## config.mk

```make
export PLATFORM = sky130hd
export DESIGN_NAME = alu_issue_stage
export DESIGN_NICKNAME = d
export VERILOG_FILES = /design/src/rtl/alu_issue_stage.sv
export SDC_FILE = /design/constraint.sdc
export NUM_CORES = 1
export LEC_CHECK = 0
export CAP_MARGIN = 20
export CORE_MARGIN = 2
export CORE_UTILIZATION = 41
export DETAILED_ROUTE_END_ITERATION = 16
export GPL_TIMING_DRIVEN = 0
export MAX_ROUTING_LAYER = met4
export PLACE_DENSITY = 0.84
export SYNTH_ARGS = -nofsm -noshare
export SYNTH_HDL_FRONTEND = slang
export SYNTH_SLANG_ARGS = --single-unit
```

## constraint.sdc

```tcl
create_clock -name clk -period 2.7 [get_ports clk]
set_input_delay 0.54 -clock clk [delete_from_list [all_inputs] [get_ports clk]]
set_output_delay 0.54 -clock clk [all_outputs]
set_load 0.05 [all_outputs]
```

## src/rtl/alu_issue_stage.sv

```systemverilog
// Decode/issue register ahead of the ALU: decodes RV32I OP/OP-IMM/LUI/AUIPC, forwards operands, holds a valid/ready slot.
// Define ALU_ISSUE_PERF_EN to add the saturating perf_issued/perf_stall counters.
module alu_issue_stage #(
    parameter int XLEN   = 32,
    parameter int FUNC_W = 4
) (
    input  logic              clk,
    input  logic              rst,
    input  logic              in_valid,
    output logic              in_ready,
    input  logic [31:0]       in_instr,
    input  logic [XLEN-1:0]   in_pc,
    input  logic [XLEN-1:0]   rs1_data,
    input  logic [XLEN-1:0]   rs2_data,
    input  logic              fwd_ex_valid,
    input  logic [4:0]        fwd_ex_rd,
    input  logic [XLEN-1:0]   fwd_ex_data,
    input  logic              fwd_ex_load,
    input  logic              fwd_wb_valid,
    input  logic [4:0]        fwd_wb_rd,
    input  logic [XLEN-1:0]   fwd_wb_data,
    input  logic              flush,
    output logic              out_valid,
    input  logic              out_ready,
    output logic [FUNC_W-1:0] alu_func,
    output logic [XLEN-1:0]   alu_op1,
    output logic [XLEN-1:0]   alu_op2,
    output logic [4:0]        out_rd,
    output logic              out_wen,
    output logic [XLEN-1:0]   out_pc,
`ifdef ALU_ISSUE_PERF_EN
    output logic [31:0]       perf_issued,
    output logic [31:0]       perf_stall,
`endif
    output logic              out_illegal
);

    localparam logic [FUNC_W-1:0] F_ZERO = FUNC_W'(0);
    localparam logic [FUNC_W-1:0] F_ADD  = FUNC_W'(1);
    localparam logic [FUNC_W-1:0] F_SUB  = FUNC_W'(2);
    localparam logic [FUNC_W-1:0] F_SLL  = FUNC_W'(3);
    localparam logic [FUNC_W-1:0] F_SLT  = FUNC_W'(4);
    localparam logic [FUNC_W-1:0] F_XOR  = FUNC_W'(5);
    localparam logic [FUNC_W-1:0] F_OR   = FUNC_W'(6);
    localparam logic [FUNC_W-1:0] F_AND  = FUNC_W'(7);
    localparam logic [FUNC_W-1:0] F_SRL  = FUNC_W'(8);
    localparam logic [FUNC_W-1:0] F_SRA  = FUNC_W'(9);
    localparam logic [FUNC_W-1:0] F_SLTU = FUNC_W'(10);

    localparam logic [6:0] OPC_OP    = 7'b0110011;
    localparam logic [6:0] OPC_OPIMM = 7'b0010011;
    localparam logic [6:0] OPC_LUI   = 7'b0110111;
    localparam logic [6:0] OPC_AUIPC = 7'b0010111;

    logic [6:0] opcode;
    logic [2:0] funct3;
    logic [6:0] funct7;
    logic [4:0] rd;
    logic [4:0] rs1;
    logic [4:0] rs2;

    assign opcode = in_instr[6:0];
    assign rd     = in_instr[11:7];
    assign funct3 = in_instr[14:12];
    assign rs1    = in_instr[19:15];
    assign rs2    = in_instr[24:20];
    assign funct7 = in_instr[31:25];

    logic [XLEN-1:0] src1;
    logic [XLEN-1:0] src2;

    // EX wins over WB; a load in EX has no data yet, so it never forwards.
    always_comb begin
        src1 = rs1_data;
        if (rs1 == 5'd0)
            src1 = '0;
        else if (fwd_ex_valid && !fwd_ex_load && fwd_ex_rd == rs1)
            src1 = fwd_ex_data;
        else if (fwd_wb_valid && fwd_wb_rd == rs1)
            src1 = fwd_wb_data;
    end

    always_comb begin
        src2 = rs2_data;
        if (rs2 == 5'd0)
            src2 = '0;
        else if (fwd_ex_valid && !fwd_ex_load && fwd_ex_rd == rs2)
            src2 = fwd_ex_data;
        else if (fwd_wb_valid && fwd_wb_rd == rs2)
            src2 = fwd_wb_data;
    end

    logic [FUNC_W-1:0] dec_func;
    logic [XLEN-1:0]   dec_op1;
    logic [XLEN-1:0]   dec_op2;
    logic              dec_legal;
    logic              uses_rs1;
    logic              uses_rs2;

    always_comb begin
        dec_func  = F_ZERO;
        dec_op1   = '0;
        dec_op2   = '0;
        dec_legal = 1'b0;
        uses_rs1  = 1'b0;
        uses_rs2  = 1'b0;
        case (opcode)
            OPC_OP: begin
                uses_rs1  = 1'b1;
                uses_rs2  = 1'b1;
                dec_op1   = src1;
                dec_op2   = src2;
                dec_legal = (funct7 == 7'h00);
                case (funct3)
                    3'b000: begin
                        dec_func  = (funct7 == 7'h20) ? F_SUB : F_ADD;
                        dec_legal = (funct7 == 7'h00) || (funct7 == 7'h20);
                    end
                    3'b001: dec_func = F_SLL;
                    3'b010: dec_func = F_SLT;
                    3'b011: dec_func = F_SLTU;
                    3'b100: dec_func = F_XOR;
                    3'b101: begin
                        dec_func  = (funct7 == 7'h20) ? F_SRA : F_SRL;
                        dec_legal = (funct7 == 7'h00) || (funct7 == 7'h20);
                    end
                    3'b110: dec_func = F_OR;
                    default: dec_func = F_AND;
                endcase
            end
            OPC_OPIMM: begin
                uses_rs1  = 1'b1;
                dec_op1   = src1;
                dec_op2   = {{(XLEN-12){in_instr[31]}}, in_instr[31:20]};
                dec_legal = 1'b1;
                case (funct3)
                    3'b000: dec_func = F_ADD;
                    3'b001: begin
                        dec_func  = F_SLL;
                        dec_op2   = XLEN'(rs2);
                        dec_legal = (funct7 == 7'h00);
                    end
                    3'b010: dec_func = F_SLT;
                    3'b011: dec_func = F_SLTU;
                    3'b100: dec_func = F_XOR;
                    3'b101: begin
                        dec_func  = (funct7 == 7'h20) ? F_SRA : F_SRL;
                        dec_op2   = XLEN'(rs2);
                        dec_legal = (funct7 == 7'h00) || (funct7 == 7'h20);
                    end
                    3'b110: dec_func = F_OR;
                    default: dec_func = F_AND;
                endcase
            end
            OPC_LUI: begin
                dec_func  = F_ADD;
                dec_op2   = {in_instr[31:12], 12'b0};
                dec_legal = 1'b1;
            end
            OPC_AUIPC: begin
                dec_func  = F_ADD;
                dec_op1   = in_pc;
                dec_op2   = {in_instr[31:12], 12'b0};
                dec_legal = 1'b1;
            end
            default: dec_legal = 1'b0;
        endcase
        if (!dec_legal) begin
            dec_func = F_ZERO;
            dec_op1  = '0;
            dec_op2  = '0;
        end
    end

    logic stall;
    logic accept;

    assign stall = fwd_ex_load && fwd_ex_valid && (fwd_ex_rd != 5'd0) &&
                   ((uses_rs1 && fwd_ex_rd == rs1) || (uses_rs2 && fwd_ex_rd == rs2));
    assign in_ready = !flush && !stall && (!out_valid || out_ready);
    assign accept   = in_valid && in_ready;

    always_ff @(posedge clk) begin
        if (!rst) begin
            out_valid   <= 1'b0;
            alu_func    <= F_ZERO;
            alu_op1     <= '0;
            alu_op2     <= '0;
            out_rd      <= 5'd0;
            out_wen     <= 1'b0;
            out_pc      <= '0;
            out_illegal <= 1'b0;
        end else if (flush) begin
            out_valid <= 1'b0;
        end else if (accept) begin
            out_valid   <= 1'b1;
            alu_func    <= dec_func;
            alu_op1     <= dec_op1;
            alu_op2     <= dec_op2;
            out_rd      <= rd;
            out_wen     <= dec_legal && (rd != 5'd0);
            out_pc      <= in_pc;
            out_illegal <= !dec_legal;
        end else if (out_ready) begin
            out_valid <= 1'b0;
        end
    end

`ifdef ALU_ISSUE_PERF_EN
    always_ff @(posedge clk) begin
        if (!rst) begin
            perf_issued <= '0;
            perf_stall  <= '0;
        end else if (!flush) begin
            if (accept && perf_issued != 32'hFFFF_FFFF)
                perf_issued <= perf_issued + 32'd1;
            if (in_valid && stall && perf_stall != 32'hFFFF_FFFF)
                perf_stall <= perf_stall + 32'd1;
        end
    end
`endif

endmodule

```

m1.png
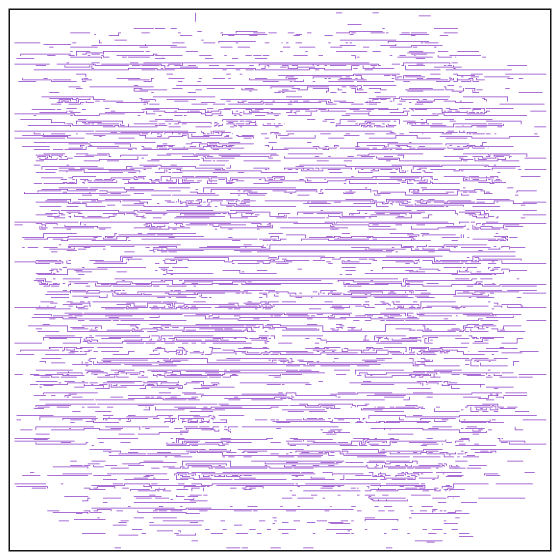
longest straight run = 67.6 µm
main direction = horizontal

m2.png
Cells faint in the background.
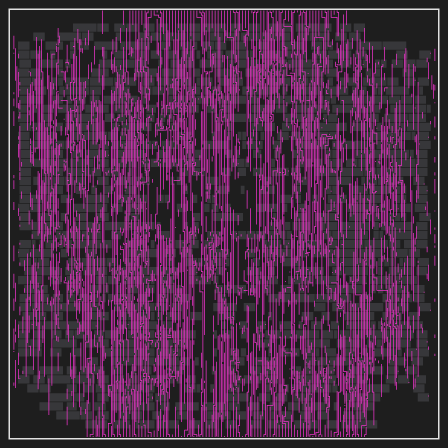
nets with wire on the layer = 1183
wire length on this layer = 15000 µm
main direction = vertical

ff_map.png
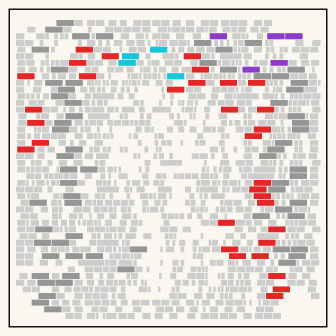
purple -> out_rd  # flops 5, where upper right
red -> alu_op1  # flops 32, where widely spread
cyan -> alu_func  # flops 4, where top center
not colored = 67
Sequential Area: 2160 µm²
share of the core filled with cells: 0.677
register fraction of the total cell area: 0.209
sequential power: 1.65 mW

==> ds_physical_params.txt <==
Characteristics after synthesis and place and route

Parameter                              Value

Clocking
  Clock tree from TritonCTS    built
  Hold buffers post-CTS    0

STA
  Final WS setup    -0.0361 ns
  Final setup vio count    1

Power
  Proportion of power drawn by flip-flops and latches    0.398
  Net switching fraction of the power    0.296
  Total internal power    2.91 mW
  Largest Pwr Group    sequential cells

Yosys
  Synth async-reset ratio    0
  Largest logic family    AND-OR/OR-AND gates
  Area leader, netlist    sky130_fd_sc_hd__dfxtp_1
  Fa+ha+maj area frac    0.00156
  Total number of yosys warnings    0

Detailed routing
  Final Routed Wirelength    32000 µm
  Met3 wire length    3570 µm
  Iteration-0 DRC count of the detailed router    1005

Cells and area
  Final instance count without filler cells    1357
  Dominant kind of cell    multi-input combinational cells
  Ant diodes    0
  Fill cell total of the finished layout    1301
  Inverters    38
  Registers    108

Run status
  Status    finished with violations
  Violated checks    negative setup slack

Floorplanning
  Core area    15300 µm²
  FP Rows    45

Placement
  Count of placed standard cells including taps    1335
  Cell Area, Placed    9800 µm²
  GPL Wtd Cong    0.977

Setup path
  Worst-case register-to-register setup slack    0.57 ns
  Category of the critical setup timing path    primary input to output port
  Crit. End Element    output port
  Crit path depth    8
  Buffers and inverters on the worst path    4
  Worst flop-to-flop path endpoint    out_pc[7]$_SDFFE_PN0P_

Job
  Max capacitance violation total    0

Hold path
  Hold path cells    1
  Worst min-delay path startpoint    alu_op2[16]$_SDFFE_PN0P_
Power and IR drop assume default switching activity.
